==> config.mk <==
export PLATFORM = sky130hd
export DESIGN_NAME = cordic_channel_scheduler
export DESIGN_NICKNAME = d
export VERILOG_FILES = /design/src/rtl/cordic_channel_scheduler.sv
export SDC_FILE = /design/constraint.sdc
export NUM_CORES = 1
export LEC_CHECK = 0
export CAP_MARGIN = 20
export CORE_MARGIN = 2
export CORE_UTILIZATION = 35
export CTS_BUF_LIST = sky130_fd_sc_hd__clkbuf_16
export DETAILED_ROUTE_END_ITERATION = 10
export DONT_BUFFER_PORTS = 1
export PLACE_DENSITY = 0.51
export SLEW_MARGIN = 5
export SYNTH_ARGS = -nofsm -noshare
export SYNTH_HDL_FRONTEND = slang
export SYNTH_SLANG_ARGS = --single-unit
==> constraint.sdc <==
create_clock -name clk -period 2.7 [get_ports clk]
set_clock_uncertainty 0.05 [all_clocks]
set_input_delay 0.27 -clock clk [delete_from_list [all_inputs] [get_ports clk]]
set_output_delay 0.27 -clock clk [all_outputs]
set_load 0.1 [all_outputs]
==> src/rtl/cordic_channel_scheduler.sv <==
`timescale 1ns/1ps
`default_nettype none
// +--------------------------------------------------------------------------+
// | cordic_channel_scheduler: round-robin shares one CORDIC kernel among     |
// | NUM_CH I/Q streams and tags results with their source channel.           |
// | Optional: CORDIC_SCHED_STATS_EN adds per-channel issue counters.         |
// | Revision: 1.0                                                            |
// +--------------------------------------------------------------------------+
module cordic_channel_scheduler #(
  parameter int NUM_CH         = 4,
  parameter int DATA_SIZE      = 16,
  parameter int FULL_SIZE      = 20,
  parameter int CORDIC_LATENCY = 18,
  localparam int CH_W          = (NUM_CH > 1) ? $clog2(NUM_CH) : 1
) (
  input  logic                          clk,
  input  logic                          reset,
  input  logic                          run,
  input  logic [NUM_CH-1:0]             s_valid,
  output logic [NUM_CH-1:0]             s_ready,
  input  logic [NUM_CH*DATA_SIZE-1:0]   s_data_i,
  input  logic [NUM_CH*DATA_SIZE-1:0]   s_data_q,
  output logic [FULL_SIZE-1:0]          cordic_data_i,
  output logic [FULL_SIZE-1:0]          cordic_data_q,
  output logic                          cordic_enable,
  input  logic [FULL_SIZE-1:0]          cordic_amp,
  input  logic [FULL_SIZE-1:0]          cordic_ph,
  input  logic                          cordic_valid,
  output logic [FULL_SIZE-1:0]          m_amp,
  output logic [FULL_SIZE-1:0]          m_ph,
  output logic [CH_W-1:0]               m_ch,
  output logic                          m_valid,
  output logic                          busy,
`ifdef CORDIC_SCHED_STATS_EN
  output logic [NUM_CH*16-1:0]          issue_cnt,
`endif
  output logic                          tag_err
);

  localparam int              BLANK_W  = $clog2(CORDIC_LATENCY + 1);
  localparam logic [CH_W-1:0] LAST_CH  = CH_W'(NUM_CH - 1);
  localparam logic [CH_W:0]   NUM_CH_W = (CH_W + 1)'(NUM_CH);

  typedef enum logic [1:0] {
    ST_IDLE  = 2'd0,
    ST_RUN   = 2'd1,
    ST_DRAIN = 2'd2
  } state_t;

  state_t                 state_q, state_d;
  logic [CH_W-1:0]        ptr_q, ptr_d;
  logic [CH_W-1:0]        gnt_ch;
  logic                   gnt_found;
  logic                   accept;
  logic [CH_W:0]          idx_sum;
  logic [DATA_SIZE-1:0]   sel_i, sel_q;
  logic                   enable_q;
  logic [CH_W-1:0]        issue_ch_q;
  logic [FULL_SIZE-1:0]   data_i_q, data_q_q;
  logic [CORDIC_LATENCY-1:0] tag_v_q;
  logic [CH_W-1:0]        tag_ch_q [CORDIC_LATENCY];
  logic [BLANK_W-1:0]     blank_q;
  logic                   cordic_live;
  logic                   pipe_busy;
  logic                   m_valid_q;
  logic [FULL_SIZE-1:0]   m_amp_q, m_ph_q;
  logic [CH_W-1:0]        m_ch_q;
  logic                   tag_err_q;

  // Rotating priority search: offset k from the pointer, wrapped modulo NUM_CH.
  always_comb begin
    gnt_found = 1'b0;
    gnt_ch    = '0;
    idx_sum   = '0;
    for (int k = 0; k < NUM_CH; k++) begin
      idx_sum = {1'b0, ptr_q} + (CH_W + 1)'(k);
      if (idx_sum >= NUM_CH_W) idx_sum = idx_sum - NUM_CH_W;
      if (!gnt_found && s_valid[idx_sum[CH_W-1:0]]) begin
        gnt_found = 1'b1;
        gnt_ch    = idx_sum[CH_W-1:0];
      end
    end
  end

  always_comb begin
    sel_i = '0;
    sel_q = '0;
    for (int k = 0; k < NUM_CH; k++) begin
      if (gnt_ch == CH_W'(k)) begin
        sel_i = s_data_i[k*DATA_SIZE +: DATA_SIZE];
        sel_q = s_data_q[k*DATA_SIZE +: DATA_SIZE];
      end
    end
  end

  assign accept  = (state_q == ST_RUN) && gnt_found;
  assign s_ready = accept ? (NUM_CH'(1) << gnt_ch) : '0;

  always_comb begin
    ptr_d = ptr_q;
    if (accept) ptr_d = (gnt_ch == LAST_CH) ? '0 : gnt_ch + CH_W'(1);
  end

  // The issue register counts as in flight so DRAIN cannot exit before its tag enters the pipe.
  assign pipe_busy = enable_q | (|tag_v_q);

  always_comb begin
    state_d = state_q;
    case (state_q)
      ST_IDLE:  if (run) state_d = ST_RUN;
      ST_RUN:   if (!run) state_d = ST_DRAIN;
      ST_DRAIN: begin
        if (run)             state_d = ST_RUN;
        else if (!pipe_busy) state_d = ST_IDLE;
      end
      default:  state_d = ST_IDLE;
    endcase
  end

  assign cordic_live = cordic_valid && (blank_q == '0);

  always_ff @(posedge clk) begin
    if (!reset) begin
      state_q    <= ST_IDLE;
      ptr_q      <= '0;
      enable_q   <= 1'b0;
      issue_ch_q <= '0;
      data_i_q   <= '0;
      data_q_q   <= '0;
      tag_v_q    <= '0;
      for (int k = 0; k < CORDIC_LATENCY; k++) tag_ch_q[k] <= '0;
      blank_q    <= BLANK_W'(CORDIC_LATENCY);
      m_valid_q  <= 1'b0;
      m_amp_q    <= '0;
      m_ph_q     <= '0;
      m_ch_q     <= '0;
      tag_err_q  <= 1'b0;
    end else begin
      state_q  <= state_d;
      ptr_q    <= ptr_d;
      enable_q <= accept;
      if (accept) begin
        issue_ch_q <= gnt_ch;
        data_i_q   <= {{(FULL_SIZE-DATA_SIZE){sel_i[DATA_SIZE-1]}}, sel_i};
        data_q_q   <= {{(FULL_SIZE-DATA_SIZE){sel_q[DATA_SIZE-1]}}, sel_q};
      end
      tag_v_q     <= {tag_v_q[CORDIC_LATENCY-2:0], enable_q};
      tag_ch_q[0] <= issue_ch_q;
      for (int k = 1; k < CORDIC_LATENCY; k++) tag_ch_q[k] <= tag_ch_q[k-1];
      if (blank_q != '0) blank_q <= blank_q - BLANK_W'(1);
      m_valid_q <= cordic_live;
      if (cordic_live) begin
        m_amp_q <= cordic_amp;
        m_ph_q  <= cordic_ph;
        m_ch_q  <= tag_ch_q[CORDIC_LATENCY-1];
      end
      if ((blank_q == '0) && (tag_v_q[CORDIC_LATENCY-1] != cordic_valid)) tag_err_q <= 1'b1;
    end
  end

  assign cordic_enable = enable_q;
  assign cordic_data_i = data_i_q;
  assign cordic_data_q = data_q_q;
  assign m_valid       = m_valid_q;
  assign m_amp         = m_amp_q;
  assign m_ph          = m_ph_q;
  assign m_ch          = m_ch_q;
  assign busy          = (state_q != ST_IDLE);
  assign tag_err       = tag_err_q;

`ifdef CORDIC_SCHED_STATS_EN
  logic [15:0] cnt_q [NUM_CH];

  always_ff @(posedge clk) begin
    if (!reset) begin
      for (int k = 0; k < NUM_CH; k++) cnt_q[k] <= '0;
    end else begin
      for (int k = 0; k < NUM_CH; k++) begin
        if (accept && (gnt_ch == CH_W'(k)) && (cnt_q[k] != 16'hFFFF)) cnt_q[k] <= cnt_q[k] + 16'd1;
      end
    end
  end

  for (genvar g = 0; g < NUM_CH; g++) begin : g_cnt_out
    assign issue_cnt[g*16 +: 16] = cnt_q[g];
  end
`endif

endmodule
`default_nettype wire

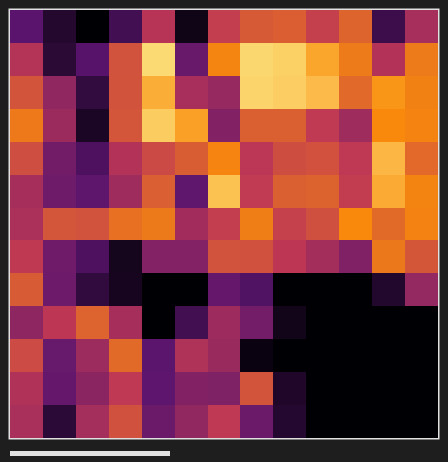
**Above:** run 1 (cell density map).
The bar under the picture is 50 um long. The die is cut into 13 by 13 equal tiles; black is low, pale yellow is high, 0 to 100% covered.
nearly empty tiles	14%
fullest tile	92%
tiles over 75% full	8.3%
mean over tiles	41%
emptiest ninth of the die	bottom right

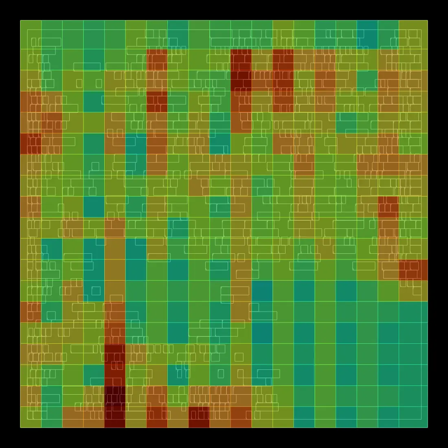
**Above:** run 1 (congestion heat map).
M2 GR Usage: 30.21%
met3 usage: 5.936%
GRT met1 Usage: 19.67%
fin util: 46.35%
Routed WL per cell: 15.71 um

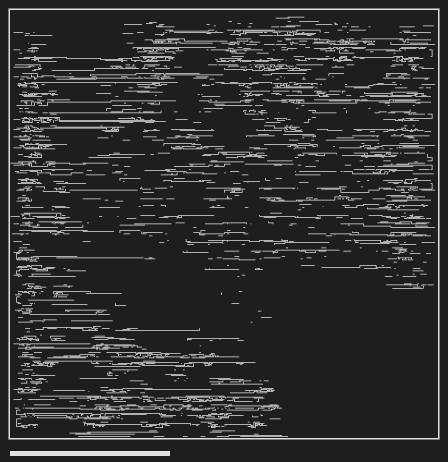
**Above:** run 1 (metal 1).
The bar under the picture is 50 um long.
share of all routed wire	40%
main direction	horizontal

==> out/results.txt, run 1 <==
status: completed
count of library flops with an enable pin: 0
Placed Instance Area: 6182 um2
Most used DFF post-synth: dfxtp_1
reg2reg start: blank_q[0]
combinational share of power: 15.0%
Power Total: 5.733 mW
Max-cap violations: 0
Longest Clk Path Bufs: 2
mux share: 0%
gr usage total: 17.52%
Top Layout Cells: a21oi_1 (142), dfxtp_1 (140), nand2_1 (86)
DP Cell Count: 912
Cell Rows: 47
Non-clk bufs: 118
htree depth: 4
Post-Route WL: 16,110 um
Compound Share, Synth: 23.17%
sw power: 1.797 mW
CTS tree: done
final worst path period share: 96.10%
setup violators final: 0
I/O Buffers: 0
die width: 133.6 um
Clock power frac: 41.8%
biggest area cells: dfxtp_1 (48%), a21oi_1 (12%), and2_1 (6.4%)
I/O pins: 266
Yosys chip area: 5881 um2
Synth area leader: dfxtp_1
Core Density at Floorplan: 35.59%
clk latency late pin: 0.42 ns
largest class: sequential cells
actual slew at the worst max-slew pin: 1.023 ns
max incr delay on CP: 0.42 ns
Worst Setup Start Kind: register
HP Class: in2reg
-- run 1: cell families after synthesis --
family / after synthesis
AOI/OAI and AO/OA: 250
xor gates and xnor gates: 4
adders and majority gates: 5
buffers and inverters: 107
DFF: 142
and+or+nand+nor: 216
-- run 1: registers in the layout (all words and copies together) (netlist names), 5 cells and up --
| register | flops |
|---|---|
| cordic_data_i | 16 |
| m_amp | 20 |
| tag_ch_q | 36 |
| m_ph | 20 |
| blank_q | 5 |
| cordic_data_q | 16 |
| tag_v_q | 18 |
-- run 1: timing repair --
action	CTS	global route
pin swaps	0	1
setup buffers	0	1
gates cloned	0	1
endpoints found under the setup margin	1	2
hold endpoints to repair	138	0
hold buffers	80	0
gates resized	1	2
-- run 1: cell usage after synthesis, types with 2 or more instances --
cell type and n:
xnor2_1 3, nand3_1 43, and2_1 60, clkbuf_1 39, o21ai_0 65, a22oi_1 32
nor2b_1 2, inv_1 39, buf_2 7, buf_6 8, nor2_1 12, buf_1 5
a21oi_1 142, nor4_1 6, ha_1 5, nor3_1 2, buf_4 8, dfxtp_1 142
o21ai_1 2, nand2_1 86
-- run 1: layer usage --
layer / up-vias / part of all wire (%)
met5: - / 0
li1: 2590 / -
met3: 38 / 7.7
met4: 0 / 2.9
met1: 2451 / 40
met2: 266 / 50
-- run 1: power by group through the flow --
stage	clock [mW]	sequential, mW	combinational [mW]
final	2.40	2.47	0.862
after global routing	2.57	2.48	0.945
after CTS	2.48	2.47	0.837
after detailed placement	0	2.52	0.748
after global placement	0	2.52	0.729
after floorplan	0	2.58	0.560
-- run 1: metrics by stage --
step           util, %  setup slack, ns
3_3_place_gp     37.41           0.4689
2_1_floorplan        -          0.06846
4_1_cts          46.09         0.005176
6_report         46.35           0.1054
5_1_grt          46.35        -0.007857
3_5_place_dp     37.41           0.3742
==> run 2: changes to the inputs <==
--- a/config.mk
+++ b/config.mk
@@ -5,7 +5,7 @@
 export SDC_FILE = /design/constraint.sdc
 export NUM_CORES = 1
 export LEC_CHECK = 0
-export CAP_MARGIN = 20
+export CAP_MARGIN = 25
 export CORE_MARGIN = 2
 export CORE_UTILIZATION = 35
 export CTS_BUF_LIST = sky130_fd_sc_hd__clkbuf_16
==> run 2 against run 1 <==
Compared with the run above: global-route usage did not move; utilization did not move; synthesized cell count did not move; clock power barely moved.
==> out/results.txt, run 2 <==
status: completed (unchanged)
slowest CP cell: dfxtp_1 (unchanged)
HP Class: in2reg (unchanged)
DP Cell Count: 912 (unchanged)
Yosys chip area: 5881 um2 (unchanged)
Clock power frac: 41.8% (about the same)
Pwr Density: 748.6 nW/um2 (unchanged)
setup violators final: 0 (unchanged)
Routed WL per cell: 15.71 um (unchanged)
count of library flops with an enable pin: 0 (unchanged)
htree depth: 4 (unchanged)
CTS tree: done (unchanged)
die width: 133.6 um (unchanged)
I/O pins: 266 (unchanged)
Max-cap violations: 0 (unchanged)
drt drc: 0 (unchanged)
Worst Setup Start Kind: register (unchanged)
I/O Buffers: 0 (unchanged)
setup bufs post-CTS: 0 (unchanged)
post-route cell area: 7659 um2 (unchanged)
Power Total: 5.733 mW (unchanged)
Core Density at Floorplan: 35.59% (unchanged)
Post-Route WL: 16,110 um (unchanged)
max reg flops: 36 (unchanged)
Longest Clk Path Bufs: 2 (unchanged)
Most used DFF post-synth: dfxtp_1 (unchanged)
Top reg by flops: tag_ch_q (unchanged)
worst setup margin: 0.1054 ns (unchanged)
Placed Instance Area: 6182 um2 (unchanged)
combinational share of power: 15.0% (about the same)
sw power: 1.797 mW (unchanged)
cts repair resizes: 1 (unchanged)
# hold bufs at CTS: 80 (unchanged)
top post-synthesis cells by count: a21oi_1 (142), dfxtp_1 (142), nand2_1 (86), o21ai_0 (65), and2_1 (60) (unchanged)
Cell Rows: 47 (unchanged)
fin util: 46.35% (unchanged)
max incr delay on CP: 0.42 ns (about the same)
Place WS: 0.3742 ns (unchanged)
actual slew at the worst max-slew pin: 1.023 ns (unchanged)
gr usage total: 17.52% (unchanged)
clk latency late pin: 0.42 ns (about the same)
final worst path period share: 96.10% (unchanged)
Top Layout Cells: a21oi_1 (142), dfxtp_1 (140), nand2_1 (86) (unchanged)
Synth area leader: dfxtp_1 (unchanged)
-- run 2: cell counts after synthesis --
Identical to the previous run, type by type.
-- run 2: final cells by class --
| cell class | count | area, um2 | area share [%] |
|---|---|---|---|
| well taps | 220 | 275.3 | 3.594 |
| inverters | 39 | 146.4 | 1.911 |
| clock inverters | 15 | 185.2 | 2.418 |
| repair buffers | 118 | 1212 | 15.83 |
| flip-flops and latches | 142 | 2850 | 37.22 |
| clock buffers | 17 | 425.4 | 5.555 |
| multi-input cells | 475 | 2564 | 33.47 |
-- run 2: routing by layer --
| metal | routed length, um | global-route usage [%] |
|---|---|---|
| met1 | 6421 | 19.67 |
| met2 | 7986 | 30.21 |
| met3 | 1245 | 5.936 |
| met4 | 460 | 7.683 |
| met5 | 0 | 0 |
-- run 2: final timing paths --
path / start / endpoint / slack [ns] / cells after the start
hold / removal: s_data_q[55] / cordic_data_q[7] / 0.03 / 2
setup / recovery: ptr_q[0] / s_ready[1] / 0.11 / 7
setup reg to reg: blank_q[0] / m_ph[0] / 0.44 / 7
hold reg to reg: tag_ch_q[11][1] / tag_ch_q[12][1] / 0.38 / 1
-- run 2: logic make-up (layout without fill, tap and decap cells) --
logic type / Yosys count / in the layout / share of synthesized area [%]
adder cells (fa/ha/maj): 5 / 5 / 1.064
AND/OR/NAND/NOR: 216 / 216 / 18.30
flip-flops: 142 / 142 / 48.34
XOR/XNOR: 4 / 4 / 0.5959
AND-OR/OR-AND: 250 / 250 / 23.17
buffers and inverters: 107 / 189 / 8.532
-- run 2: power groups by stage --
stage | combinational (mW) | clock, mW | sequential, mW
final | 0.862 | 2.40 | 2.47
after CTS | 0.837 | 2.48 | 2.47
after global routing | 0.945 | 2.57 | 2.48
after global placement | 0.729 | 0 | 2.52
after detailed placement | 0.748 | 0 | 2.52
after floorplan | 0.560 | 0 | 2.58
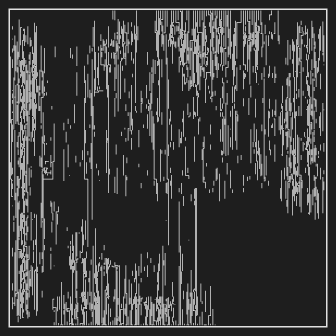
**Above:** run 2 (the metal 2 layer).
share of all routed wire	50%
wire length on this layer	7,990 um
nets with wire on the layer	807

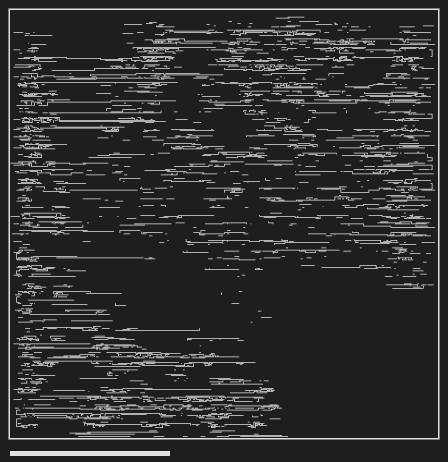
**Above:** run 2 (metal 1).
The bar under the picture is 50 um long.
main direction	horizontal
wire length on this layer	6,420 um
share of all routed wire	40%

==> run 3: changes to the inputs <==
--- a/config.mk
+++ b/config.mk
@@ -6,12 +6,14 @@
 export NUM_CORES = 1
 export LEC_CHECK = 0
 export CAP_MARGIN = 25
+export CELL_PAD_IN_SITES_DETAIL_PLACEMENT = 1
+export CELL_PAD_IN_SITES_GLOBAL_PLACEMENT = 2
 export CORE_MARGIN = 2
-export CORE_UTILIZATION = 35
+export CORE_UTILIZATION = 31
 export CTS_BUF_LIST = sky130_fd_sc_hd__clkbuf_16
 export DETAILED_ROUTE_END_ITERATION = 10
 export DONT_BUFFER_PORTS = 1
-export PLACE_DENSITY = 0.51
+export PLACE_DENSITY = 0.77
 export SLEW_MARGIN = 5
 export SYNTH_ARGS = -nofsm -noshare
 export SYNTH_HDL_FRONTEND = slang
==> constraint.sdc (replaced) <==
create_clock -name clk -period 2.3 [get_ports clk]
set_clock_uncertainty 0.05 [all_clocks]
set_input_delay 0.23 -clock clk [delete_from_list [all_inputs] [get_ports clk]]
set_output_delay 0.23 -clock clk [all_outputs]
set_load 0.1 [all_outputs]
==> run 3 against run 2 <==
Compared with the run above: the run now ends with setup timing left; area after synthesis unchanged; via count increased by 5.1%; power increased by 19%; final cell count increased by 6.5%; non-clock buffer count increased by 51; synthesized cell count unchanged; sequential power increased by 5%; hold slack got worse by 0.024 ns; count of clock-buffer cells in the layout unchanged; worst setup slack got worse by 0.12 ns; critical path type unchanged; largest power group is now clock.
==> out/results.txt, run 3 <==
failing checks: setup timing
max incr delay on CP: 0.38 ns (was 0.42 ns)
max reg flops: 36 (unchanged)
Setup crit start: ptr_q[1] (was ptr_q[0])
clk latency late pin: 0.41 ns (was 0.42 ns)
Worst Setup Start Kind: register (unchanged)
status: finished, violations left (was completed)
mux share: 0% (unchanged)
Yosys chip area: 5881 um2 (unchanged)
Top Layout Cells: a21oi_1 (138), dfxtp_1 (138), buf_4 (96) (was a21oi_1 (142), dfxtp_1 (140), nand2_1 (86))
htree depth: 4 (unchanged)
CTS tree: done (unchanged)
slowest CP cell: dfxtp_4 (was dfxtp_1)
HP Class: in2reg (unchanged)
worst setup margin: -0.01491 ns (was 0.1054 ns)
GRT met1 Usage: 20.99% (was 19.67%)
gr usage total: 19.61% (was 17.52%)
R2R setup slack: 0.08 ns (was 0.44 ns)
met3 usage: 6.176% (was 5.936%)
Met2 Wirelength: 10,340 um (was 7986 um)
final worst path period share: 100.6%
Longest Clk Path Bufs: 2 (unchanged)
Post-Route WL: 20,150 um (was 16,110 um)
I/O pins: 266 (unchanged)
min-delay src: s_data_q[59] (was s_data_q[55])
adder and majority gate portion of the synthesized area: 1.064% (unchanged)
actual slew at the worst max-slew pin: 0.7818 ns (was 1.023 ns)
setup violators final: 1 (was 0)
top post-synthesis cells by count: a21oi_1 (142), dfxtp_1 (142), nand2_1 (86), o21ai_0 (65), and2_1 (60) (unchanged)
M2 GR Usage: 35.51% (was 30.21%)
Routed WL per cell: 18.43 um (was 15.71 um)
R2R depth: 11 (was 7)
highest metal used: met4 (unchanged)
Critical Path End: s_ready[2] (was s_ready[1])
count of library flops with an enable pin: 0 (unchanged)
Synth area leader: dfxtp_1 (unchanged)
[run 3: cells by family (layout without fill, tap and decap cells)]
| family | count (synthesis) | after routing |
|---|---|---|
| fa+ha+maj | 5 | 5 |
| simple gates | 216 | 216 |
| buf+inv | 107 | 240 |
| xor+xnor | 4 | 4 |
| compound gates | 250 | 251 |
| other cells | 0 | 1 |
| flops | 142 | 142 |
[run 3: layout make-up]
class                      count  area [um2]  share of cell area (%)
sequential                   142        2858                   34.84
multi-input combinational    476        2679                   32.66
timing repair buffer         169        1662                   20.26
clock buffer                  17       425.4                   5.186
tap                          234       292.8                   3.569
inverter                      39       146.4                   1.785
clock inverter                15       137.6                   1.678
antenna                        1       2.502                 0.03051
[run 3: stage by stage]
stage               total power, mW  util (%)  instance area (um2)  worst slack [ns]  cells
finish                        6.822     44.00                 8203          -0.01491   1093
global placement              3.924     35.97                 6706           0.07621    986
floorplan                     3.694         -                 5888          -0.04629    724
detailed placement            3.965     35.97                 6706          -0.01598    986
global route                  7.128     44.00                 8203          -0.08770   1093
CTS                           6.829     43.48                 8107          -0.01641   1087
[run 3: how the worst min path moves through the flow]
stage                              to  slack, ns  cells after the start
global placement           blank_q[1]       0.26                      1
floorplan                  state_q[1]       0.26                      1
global route         cordic_data_i[8]     0.0002                      2
detailed placement         state_q[1]       0.26                      1
finish              cordic_data_q[11]       0.01                      2
CTS                 cordic_data_q[11]     0.0007                      2
[run 3: timing repair]
item	4_1_cts	5_1_grt
setup endpoints to repair	11	32
hold endpoints to repair	138	0
hold buffers	56	0
cloned	3	1
setup buffers	10	4
pin swaps	6	11
resized	20	16
[run 3: where the power goes]
group          internal [mW]  leakage [nW]  switching (mW)
combinational          0.540          1.97            1.08
sequential              2.54          1.15          0.0479
clock                   1.50         0.274            1.12
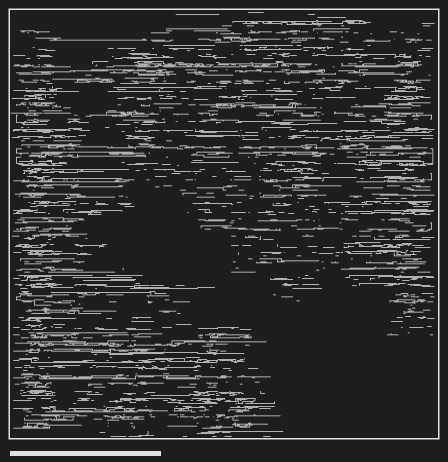
**Above:** run 3 (metal 1).
The bar under the picture is 50 um long.
main direction	horizontal
wire length on this layer	7,930 um
nets with wire on the layer	950
share of all routed wire	39%

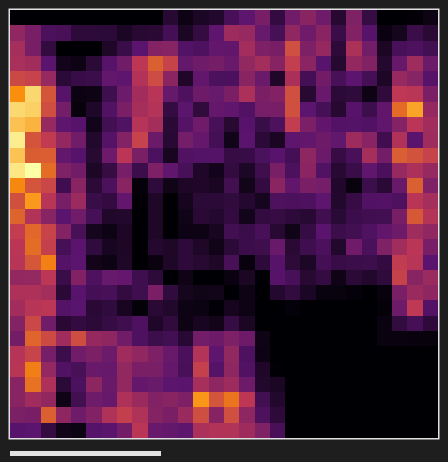
**Above:** run 3 (wiring heat map).
The bar under the picture is 50 um long. The die is cut into 28 by 28 equal tiles; black is low, pale yellow is high, scaled to the fullest tile. Values are wire area over tile area, all layers added.
tiles over half the peak	8.5%
fullest tile	0.69
mean over tiles	0.16
emptiest ninth of the die	bottom right
nearly empty tiles	16%

No activity file was given, so power comes from the tool's default toggle rates.
